==> config.mk <==
export PLATFORM = sky130hd
export DESIGN_NAME = shiftin_rx
export DESIGN_NICKNAME = d
export VERILOG_FILES = /design/src/rtl/shiftin_rx.sv
export SDC_FILE = /design/constraint.sdc
export NUM_CORES = 1
export LEC_CHECK = 0
export CAP_MARGIN = 20
export CORE_UTILIZATION = 50
export CTS_CLUSTER_SIZE = 10
export DETAILED_ROUTE_END_ITERATION = 16
export HOLD_SLACK_MARGIN = 0.08
export PLACE_DENSITY = 0.72
export SETUP_SLACK_MARGIN = 0.05
export SYNTH_ARGS = -nofsm -noshare
export SYNTH_HDL_FRONTEND = slang
export SYNTH_SLANG_ARGS = --single-unit
==> constraint.sdc <==
create_clock -name clk_i -period 2.5 [get_ports clk_i]
set_input_delay 0.625 -clock clk_i [delete_from_list [all_inputs] [get_ports clk_i]]
set_output_delay 0.625 -clock clk_i [all_outputs]
set_load 0.02 [all_outputs]
==> src/rtl/shiftin_rx.sv <==
// Fabric receiver for the 3-wire ser/sclk/lclk DAC link: oversamples the lines,
// shifts MSB-first on sclk rising edges and latches the word on lclk rising edges.
module shiftin_rx #(
    parameter int WIDTH       = 16,
    parameter int SYNC_STAGES = 2,
    parameter int TIMEOUT     = 1023
) (
    input  logic                       clk_i,
    input  logic                       reset_i,
    input  logic                       ser_i,
    input  logic                       sclk_i,
    input  logic                       lclk_i,
    output logic [WIDTH-1:0]           data_o,
    output logic                       data_rdy_o,
    output logic                       frame_err_o,
    output logic [$clog2(WIDTH+1)-1:0] bit_count_o,
    output logic                       busy_o
);

    localparam int CW = $clog2(WIDTH + 1);
    localparam int TW = (TIMEOUT > 0) ? $clog2(TIMEOUT + 1) : 1;

    typedef enum logic [1:0] {
        IDLE,
        SHIFT,
        FULL
    } state_e;

    // Synchroniser chain, one lane per line: {ser, sclk, lclk}.
    logic [SYNC_STAGES-1:0][2:0] sync_q, sync_d;
    logic                        sclk_dly_q, lclk_dly_q;
    logic                        ser_s, sclk_s, lclk_s;
    logic                        sclk_rise, lclk_rise;

    state_e                      state_q, state_d;
    logic [CW-1:0]               count_q, count_d;
    logic                        ovf_q, ovf_d;
    logic [TW-1:0]               tmo_q, tmo_d;
    logic [TW-1:0]               tmo_inc;

    logic [WIDTH-1:0]            shreg_q, shreg_d;
    logic [WIDTH-1:0]            data_q, data_d;
    logic                        rdy_q, rdy_d;
    logic                        err_q, err_d;

    always_comb begin
        sync_d    = {sync_q[SYNC_STAGES-2:0], {ser_i, sclk_i, lclk_i}};
        ser_s     = sync_q[SYNC_STAGES-1][2];
        sclk_s    = sync_q[SYNC_STAGES-1][1];
        lclk_s    = sync_q[SYNC_STAGES-1][0];
        sclk_rise = sclk_s & ~sclk_dly_q;
        lclk_rise = lclk_s & ~lclk_dly_q;
    end

    // State register.
    always_ff @(posedge clk_i) begin
        // NOTE: sequential state uses non-blocking assignments so every flop
        // samples pre-edge values regardless of statement order.
        if (reset_i) begin
            state_q <= IDLE;
            count_q <= '0;
            ovf_q   <= 1'b0;
            tmo_q   <= '0;
        end else begin
            state_q <= state_d;
            count_q <= count_d;
            ovf_q   <= ovf_d;
            tmo_q   <= tmo_d;
        end
    end

    // Next-state logic. A latch edge resets the frame first, so a coincident
    // shift edge then starts the next frame from IDLE.
    always_comb begin
        // NOTE: every variable gets a default before any branch; otherwise an
        // unassigned path infers a latch.
        state_d = state_q;
        count_d = count_q;
        ovf_d   = ovf_q;
        tmo_d   = tmo_q;
        tmo_inc = tmo_q + TW'(1);

        if (lclk_rise) begin
            state_d = IDLE;
            count_d = '0;
            ovf_d   = 1'b0;
            tmo_d   = '0;
        end

        if (sclk_rise) begin
            tmo_d = '0;
            unique case (lclk_rise ? IDLE : state_q)
                IDLE: begin
                    count_d = CW'(1);
                    state_d = (WIDTH == 1) ? FULL : SHIFT;
                end
                SHIFT: begin
                    count_d = count_q + CW'(1);
                    if (count_q + CW'(1) == CW'(WIDTH)) begin
                        state_d = FULL;
                    end
                end
                FULL: begin
                    ovf_d = 1'b1;
                end
                default: begin
                    state_d = IDLE;
                end
            endcase
        end else if (!lclk_rise && state_q != IDLE && TIMEOUT != 0) begin
            // Stale partial frame: drop the count, keep the shift register.
            if (tmo_inc == TW'(TIMEOUT)) begin
                state_d = IDLE;
                count_d = '0;
                ovf_d   = 1'b0;
                tmo_d   = '0;
            end else begin
                tmo_d = tmo_inc;
            end
        end
    end

    // Output decode from registered state.
    always_comb begin
        busy_o = (state_q != IDLE);
    end

    // Datapath: the latch always takes the pre-shift register contents.
    always_comb begin
        shreg_d = sclk_rise ? {shreg_q[WIDTH-2:0], ser_s} : shreg_q;
        data_d  = lclk_rise ? shreg_q : data_q;
        rdy_d   = lclk_rise;
        err_d   = lclk_rise && ((count_q != CW'(WIDTH)) || ovf_q);
    end

    always_ff @(posedge clk_i) begin
        // NOTE: synchroniser and edge flops are reset too, so no phantom edge
        // is seen on the first cycles after reset is released.
        if (reset_i) begin
            sync_q     <= '0;
            sclk_dly_q <= 1'b0;
            lclk_dly_q <= 1'b0;
            shreg_q    <= '0;
            data_q     <= '0;
            rdy_q      <= 1'b0;
            err_q      <= 1'b0;
        end else begin
            sync_q     <= sync_d;
            sclk_dly_q <= sclk_s;
            lclk_dly_q <= lclk_s;
            shreg_q    <= shreg_d;
            data_q     <= data_d;
            rdy_q      <= rdy_d;
            err_q      <= err_d;
        end
    end

    assign data_o      = data_q;
    assign data_rdy_o  = rdy_q;
    assign frame_err_o = err_q;
    assign bit_count_o = count_q;

endmodule
**I/O pins on the die edge**

Pins as bars across the die edge, other pins in gray.
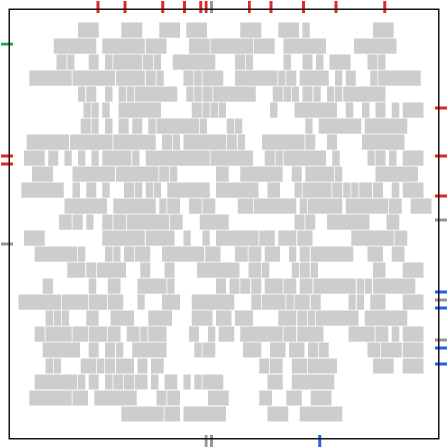
Key: bit_count_o = blue [pins 5, direction output, edge 4 right, 1 bottom]; clk_i = green [pins 1, direction input, edge left]; data_o = red [pins 16, direction output, edge 11 top, 3 right, 2 left]
Die Y: 72.8 µm
die width: 72.8 µm
Port Buffer Count: 28

**Cell outlines without signal wires**

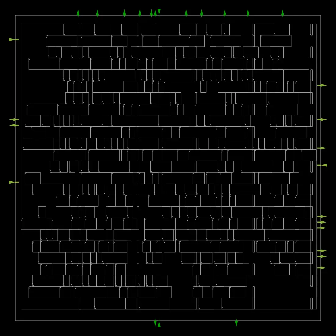
final core occ: 0.639
Core Area: 0.00479 mm²

==> run notes <==
yosys + openroad results -> sequential element share of the synthesized area 0.480, Synth Instances 306, post-synth cell types between 40 and 50, share of post-route cells with drive strength above 1 0.0912, status finished, final reports clean, min-delay src ser_s$_SDFF_PP0_, RSZ-0062 raised after global routing false, post-cts resize count 0, Pwr Density 630 mW/mm², Buf/Inv on CP 2, DR vias/cell between 5 and 6, Final Hold Vio Count 0, Synth-to-Final Area Change 22.1%, Chip Area, Yosys between 0.002 and 0.003 mm², Log Warnings 28, top cells by count, synth nand2_1, dfxtp_1, a21oi_1, minimum clock period about 2.3 ns, Area leader share 0.480, fin cells between 400 and 500, WL per Instance 12.4 µm, startpoint type of the worst setup path register, Max-slew headroom 0.544, CP top delay family buffers and inverters, crit share post-route 0.902, VDD IR max 472 µV, Starting DRT DRC Count a little under 200, routed wire length just over 5 mm, Pleak 1.07 nW, Max Fclk roughly 440 MHz, synth top area cells dfxtp_1, nand2_1, a21oi_1, nor2b_1, clkbuf_1, R2R Path Start tmo_q[0]$_SDFFE_PP0P_, number of synthesized flops with an enable pin 0, crit path DRT between 1.5 and 2 ns, CP max stage delay approximately 0.54 ns, post-synthesis cell area ~0.0025 mm², Critical Path Sink Type output pin, HP Class reg2reg, Final Power between 1.5 and 2 mW, ys async rst share 0, Late-Pin Clk Latency ~0.33 ns, R2R Setup Slk about 0.50 ns, Die Size around 0.0053 mm²
**Cell classes on the final placement**

Fill, decap, tap and diode cells in gray.
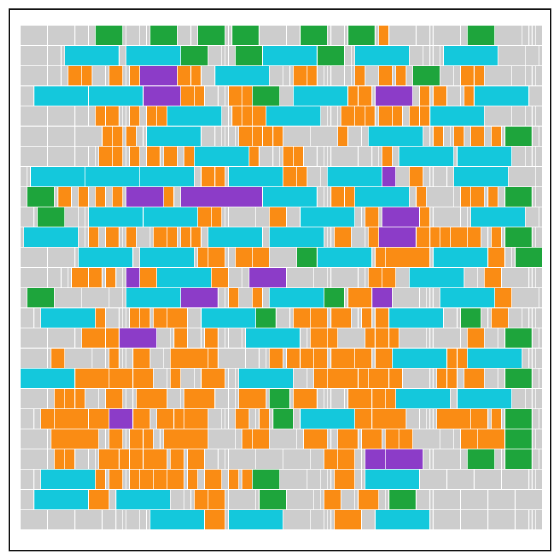
Key: combinational and other logic = orange [cells 230, share of their area 42%]; remaining buffers and delay cells = green [cells 34, share of their area 11%]; sequential cells = cyan [cells 60, share of their area 40%]; clock drivers and dummy loads = purple [cells 16, share of their area 6.8%]

==> layout make-up <==
type | count | area (µm²)
Timing Repair Buffer | 34 | 325
Inverter | 7 | 26.3
Clock buffer | 10 | 138
Clock inverter | 6 | 63.8
Multi-Input combinational cell | 223 | 1220
Sequential cell | 60 | 1200
Fill cell | 452 | 1730
Tap cell | 67 | 83.8
==> layout by cell type, fill, tap and decap left out, drive strengths merged, types with 3 or more instances in the layout <==
cell type      count
a21oi             36
a31oi              3
buf                6
clkbuf            10
clkdlybuf4s50     28
clkinv             3
dfxtp             60
ha                 4
inv                7
nand2             85
nand2b             7
nand3             10
nand4              4
nor2              10
nor2b             12
nor3               7
o211ai             3
o21ai             11
o22ai              3
==> layer usage <==
layer / track usage / part of all wire / vias to the layer above
li1: - / - / 1105
met1: 0.281 / 0.48 / 996
met2: 0.334 / 0.47 / 45
met3: 0.0428 / 0.033 / 9
met4: 0.120 / 0.020 / 0
met5: 0 / 0 / -
==> worst min-delay path, cell delays in order (launching register included) <==
cell     delay [ns]
dfxtp_1        0.30
nand2_1        0.05
a21oi_1        0.05
==> logic make-up after synthesis <==
group	Yosys count	synth area share
xor gates and xnor gates	3	0.0105
muxes	2	0.00799
buffers and inverters	23	0.0345
AOI/OAI and AO/OA	71	0.173
DFF	60	0.480
adders and majority gates	4	0.0200
and+or+nand+nor	143	0.275
==> power breakdown <==
part | internal (mW) | switching, mW | total, mW | leakage, nW
sequential | 0.965 | 0.00686 | 0.971 | 0.485
clock | 0.485 | 0.394 | 0.879 | 0.0983
combinational | 0.0260 | 0.0505 | 0.0765 | 0.489
total | 1.48 | 0.451 | 1.93 | 1.07
==> state kept, by name, indices dropped and copies added, names as in the netlist, 2 cells and up <==
signal,flops
data_o,16
shreg_q,16
tmo_q,10
bit_count_o,5
state_q,2
sync_d,3
Power and IR drop assume default switching activity.
